**config.mk**
```make
export PLATFORM = sky130hd
export DESIGN_NAME = simon_ctrl
export DESIGN_NICKNAME = d
export VERILOG_FILES = /design/src/rtl/simon_ctrl.sv
export SDC_FILE = /design/constraint.sdc
export NUM_CORES = 1
export LEC_CHECK = 0
export CAP_MARGIN = 30
export CORE_ASPECT_RATIO = 0.8
export CORE_MARGIN = 10
export CORE_UTILIZATION = 40
export CTS_BUF_LIST = sky130_fd_sc_hd__clkbuf_8 sky130_fd_sc_hd__clkbuf_16
export CTS_CLUSTER_SIZE = 8
export DETAILED_ROUTE_END_ITERATION = 10
export GPL_ROUTABILITY_DRIVEN = 0
export PLACE_DENSITY = 0.66
export SLEW_MARGIN = 40
export SYNTH_ARGS = -nofsm -noshare
export SYNTH_HDL_FRONTEND = slang
export SYNTH_SLANG_ARGS = --single-unit
```
**constraint.sdc**
```tcl
create_clock -name clk -period 2.65 [get_ports clk]
set_input_delay 0.265 -clock clk [delete_from_list [all_inputs] [get_ports clk]]
set_output_delay 0.265 -clock clk [all_outputs]
set_load 0.05 [all_outputs]
```
**src/rtl/simon_ctrl.sv**
```systemverilog
// Game controller for a Simon memory game: sequences generate/replay/input/validate
// phases, tracks level, press index, lives and the per-press input timeout.
module simon_ctrl #(
    parameter int MAX_LEVEL   = 10,
    parameter int LVL_W       = 4,
    parameter int LIVES       = 3,
    parameter int TIMEOUT_CYC = 50000000
) (
    input  logic             clk,
    input  logic             reset,
    input  logic             start_req,
    input  logic             blinker_done,
    input  logic             input_done,
    input  logic             cmp_good,
    output logic             getRandNum,
    output logic             rw_mem,
    output logic             on_cmp,
    output logic             on_input_block,
    output logic             on_blinker,
    output logic [LVL_W-1:0] out_level,
    output logic [LVL_W-1:0] step_idx,
    output logic [3:0]       lives_left,
    output logic             mistake,
    output logic             game_won,
    output logic             game_over
);

    localparam int TMR_W = (TIMEOUT_CYC > 2) ? $clog2(TIMEOUT_CYC) : 1;
    localparam logic [TMR_W-1:0] TMR_LAST  = TMR_W'(TIMEOUT_CYC - 1);
    localparam logic [LVL_W-1:0] LVL_MAX   = LVL_W'(MAX_LEVEL);
    localparam logic [3:0]       LIVES_INI = 4'(LIVES);

    // 4-bit encoding leaves spare codes; any of them falls back to IDLE.
    typedef enum logic [3:0] {
        S_IDLE     = 4'd0,
        S_GEN      = 4'd1,
        S_BLINK    = 4'd2,
        S_INPUT    = 4'd3,
        S_VALIDATE = 4'd4,
        S_FAIL     = 4'd5,
        S_WIN      = 4'd6,
        S_LOSE     = 4'd7
    } state_t;

    state_t           state_q, state_d;
    logic [LVL_W-1:0] level_q, level_d;
    logic [LVL_W-1:0] step_q, step_d;
    logic [3:0]       lives_q, lives_d;
    logic [TMR_W-1:0] timer_q, timer_d;

    always_ff @(posedge clk) begin
        if (!reset) begin
            state_q <= S_IDLE;
            level_q <= '0;
            step_q  <= '0;
            lives_q <= LIVES_INI;
            timer_q <= '0;
        end else begin
            state_q <= state_d;
            level_q <= level_d;
            step_q  <= step_d;
            lives_q <= lives_d;
            timer_q <= timer_d;
        end
    end

    always_comb begin
        state_d = state_q;
        level_d = level_q;
        step_d  = step_q;
        lives_d = lives_q;
        timer_d = timer_q;
        case (state_q)
            S_IDLE: begin
                level_d = '0;
                step_d  = '0;
                lives_d = LIVES_INI;
                timer_d = '0;
                if (start_req) state_d = S_GEN;
            end
            S_GEN: begin
                if (level_q < LVL_MAX) level_d = level_q + 1'b1;
                step_d  = '0;
                state_d = S_BLINK;
            end
            S_BLINK: begin
                if (blinker_done) begin
                    state_d = S_INPUT;
                    timer_d = '0;
                end
            end
            S_INPUT: begin
                // A press arriving on the last timeout cycle still counts as a press.
                if (input_done) begin
                    state_d = S_VALIDATE;
                    if (step_q < level_q) step_d = step_q + 1'b1;
                    timer_d = '0;
                end else if (timer_q == TMR_LAST) begin
                    state_d = S_FAIL;
                    timer_d = '0;
                end else begin
                    timer_d = timer_q + 1'b1;
                end
            end
            S_VALIDATE: begin
                if (!cmp_good) begin
                    state_d = S_FAIL;
                end else if (step_q < level_q) begin
                    state_d = S_INPUT;
                    timer_d = '0;
                end else if (level_q < LVL_MAX) begin
                    state_d = S_GEN;
                end else begin
                    state_d = S_WIN;
                end
            end
            S_FAIL: begin
                if (lives_q != 4'd0) lives_d = lives_q - 4'd1;
                step_d  = '0;
                state_d = (lives_q <= 4'd1) ? S_LOSE : S_BLINK;
            end
            S_WIN, S_LOSE: begin
                // Clear counters on exit so IDLE shows a fresh game immediately.
                if (start_req) begin
                    state_d = S_IDLE;
                    level_d = '0;
                    step_d  = '0;
                    lives_d = LIVES_INI;
                    timer_d = '0;
                end
            end
            default: begin
                state_d = S_IDLE;
                level_d = '0;
                step_d  = '0;
                lives_d = LIVES_INI;
                timer_d = '0;
            end
        endcase
    end

    always_comb begin
        getRandNum     = 1'b0;
        rw_mem         = 1'b0;
        on_cmp         = 1'b0;
        on_input_block = 1'b0;
        on_blinker     = 1'b0;
        mistake        = 1'b0;
        game_won       = 1'b0;
        game_over      = 1'b0;
        out_level      = '0;
        case (state_q)
            S_GEN: begin
                getRandNum = 1'b1;
                rw_mem     = 1'b1;
                out_level  = level_q;
            end
            S_BLINK: begin
                on_blinker = 1'b1;
                out_level  = level_q;
            end
            S_INPUT: begin
                on_input_block = 1'b1;
                out_level      = step_q;
            end
            S_VALIDATE: begin
                on_cmp    = 1'b1;
                out_level = step_q;
            end
            S_FAIL: begin
                mistake   = 1'b1;
                out_level = level_q;
            end
            S_WIN: begin
                game_won  = 1'b1;
                out_level = level_q;
            end
            S_LOSE: begin
                game_over = 1'b1;
                out_level = level_q;
            end
            default: out_level = '0;
        endcase
    end

    assign step_idx   = step_q;
    assign lives_left = lives_q;

endmodule

```
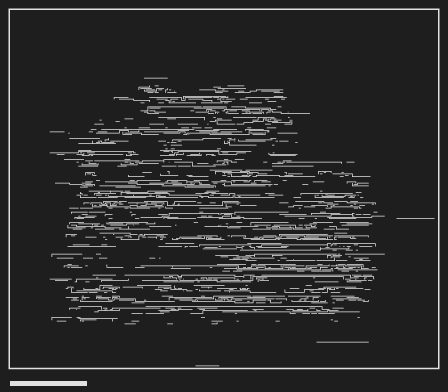
met1.png
Bar = 20 um.
- share of all routed wire: 49%
- nets with wire on the layer: 344
- main direction: horizontal
met1 Use GR: 19.0%
via count: 2,615

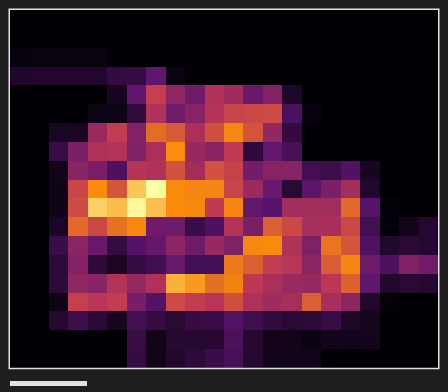
wire_density.png
Bar = 20 um. 22 x 19 tiles, from black (low) to pale yellow (high), scaled to the fullest tile. Values are wire area over tile area, all layers added.
- fullest tile: 0.53
- densest ninth of the die: centre
- emptiest ninth of the die: upper right

==> flow_summary.ini <==
; yosys + openroad results
[setup_path]
crit_required_ns = 2.84
rrSetupSlack_ns = 0.18
critPathKind = reg2reg
cp_slowest_cell = or4_1
crit_chain = or4_1 -> nor4_1 -> a21oi_1 -> buf_4 -> or3_4 -> o41ai_1

[synth]
yosysChipArea_um2 = 2630
synthAoiAreaFrac_pct = 24.9
simple_gate_area_share_pct = 28.2
yosysSeqAreaShare_pct = 31.2
async_reset_ff_share_pct = 0
synth_flop_count = 41
synthCells = 329
ys_types = 52
ys_sh_xor_pct = 3.99
ys_cells = 329
synth-edff-count = 0

[cts]
clk_latency_ns = 0.29
clock_path_buffers = 2
cts_made_buffers = 5
cts_tree = built
cts.hold.buffers_added = 0

[run_status]
status = complete, no violations

[routing]
wl_met1_mm = 3.37
viasPerCell = 5.97
routed_wl_mm = 6.89

[floorplanning]
dieWidth_um = 111
ios = 26
chipArea_um2 = 10200
core_area_um2 = 6380

[sta]
slew_violations = 0
setup_slack_ns = 0.181
slew_headroom_pct = 56.0
setup_tns_ns = 0
max_freq_ghz = 0.405
worst_pin_slew_ns = 0.644
fin_hold_ws_ns = 0.499

[global_routing]
grt_pass1_vias = 2418
grt_pass1_wl_mm = 12.0
grt_max_degree = 32

[placement]
portBuffers = 25

[run]
warning_count = 29

[layout]
syn_to_final_growth_pct = 19.9

[min_path]
hp-class = reg2reg
-- layout make-up --
cell class	count	area (um^2)	share of cell area, %
clock inverters	2	33.8	1.07
multi-input cells	252	1680	53.3
flip-flops and latches	41	822	26.1
well taps	84	105	3.33
clock buffers	6	82.6	2.62
inverters	16	60.1	1.90
repair buffers	37	370	11.7
-- routing by layer --
layer	vias to the layer above	track usage, %
met5	-	0
met2	64	20.2
met4	0	3.35
met1	1245	19.0
met3	5	2.84
li1	1301	-
-- through the flow --
step                cells  cell area, um^2  util (%)
floorplan             329             2630         -
global placement      430             3030      47.5
detailed placement    430             3030      47.5
CTS                   438             3150      49.4
global route          438             3160      49.5
finish                438             3160      49.5
-- synthesized netlist by cell type, drive strengths merged, types with 4 or more instances --
library cell  instances
o211ai               10
a211oi                5
o31ai                10
o21ai                18
nand4                 8
o41ai                 5
ha                   11
nor2                 20
and3                  4
or3                   6
and2                  4
nor3                  5
buf                   5
clkbuf               15
inv                  15
nand3b                5
xnor2                 9
a22oi                 4
nor4                  7
nand2                24
nand4b                6
or4                   9
dfxtp                41
nand3                19
a32oi                 4
a21oi                17
nand2b                6
-- sequential cells by signal, summed over array words and instances, names as in the netlist --
| signal | count |
|---|---|
| state_q | 3 |
| timer_q | 26 |
| level_q | 4 |
| lives_left | 4 |
| step_idx | 4 |
-- worst paths after layout --
kind / startpoint / to / depth (start not counted)
max reg2reg: timer_q[9] / state_q[0] / 6
min reg2reg: timer_q[14] / timer_q[14] / 2
min: timer_q[14] / timer_q[14] / 2
max: timer_q[9] / state_q[0] / 6
-- worst max-delay path, delay by kind of cell (launching register included) --
family | cells | cell delay (ns)
and+or+nand+nor | 3 | 1.27
AOI/OAI and AO/OA | 2 | 0.52
DFF | 1 | 0.35
buffers and inverters | 1 | 0.22
-- timing repair --
item	4_1_cts	5_1_grt
resized	0	3
buffers inserted	0	0
endpoints found under the setup margin	0	12
endpoints found under the hold margin	0	0
-- cell families (layout without fill, tap and decap cells) --
| kind of cell | Yosys count | in the layout |
|---|---|---|
| adders and majority gates | 11 | 11 |
| and+or+nand+nor | 133 | 133 |
| buffers and inverters | 36 | 61 |
| DFF | 41 | 41 |
| xor gates and xnor gates | 12 | 12 |
| AOI/OAI and AO/OA | 93 | 93 |
| muxes | 3 | 3 |
-- power by group --
part / total [mW] / internal (mW) / switching [mW]
sequential: 0.648 / 0.627 / 0.0209
combinational: 0.278 / 0.0952 / 0.183
clock: 0.527 / 0.304 / 0.224
No activity file was given, so power comes from the tool's default toggle rates.
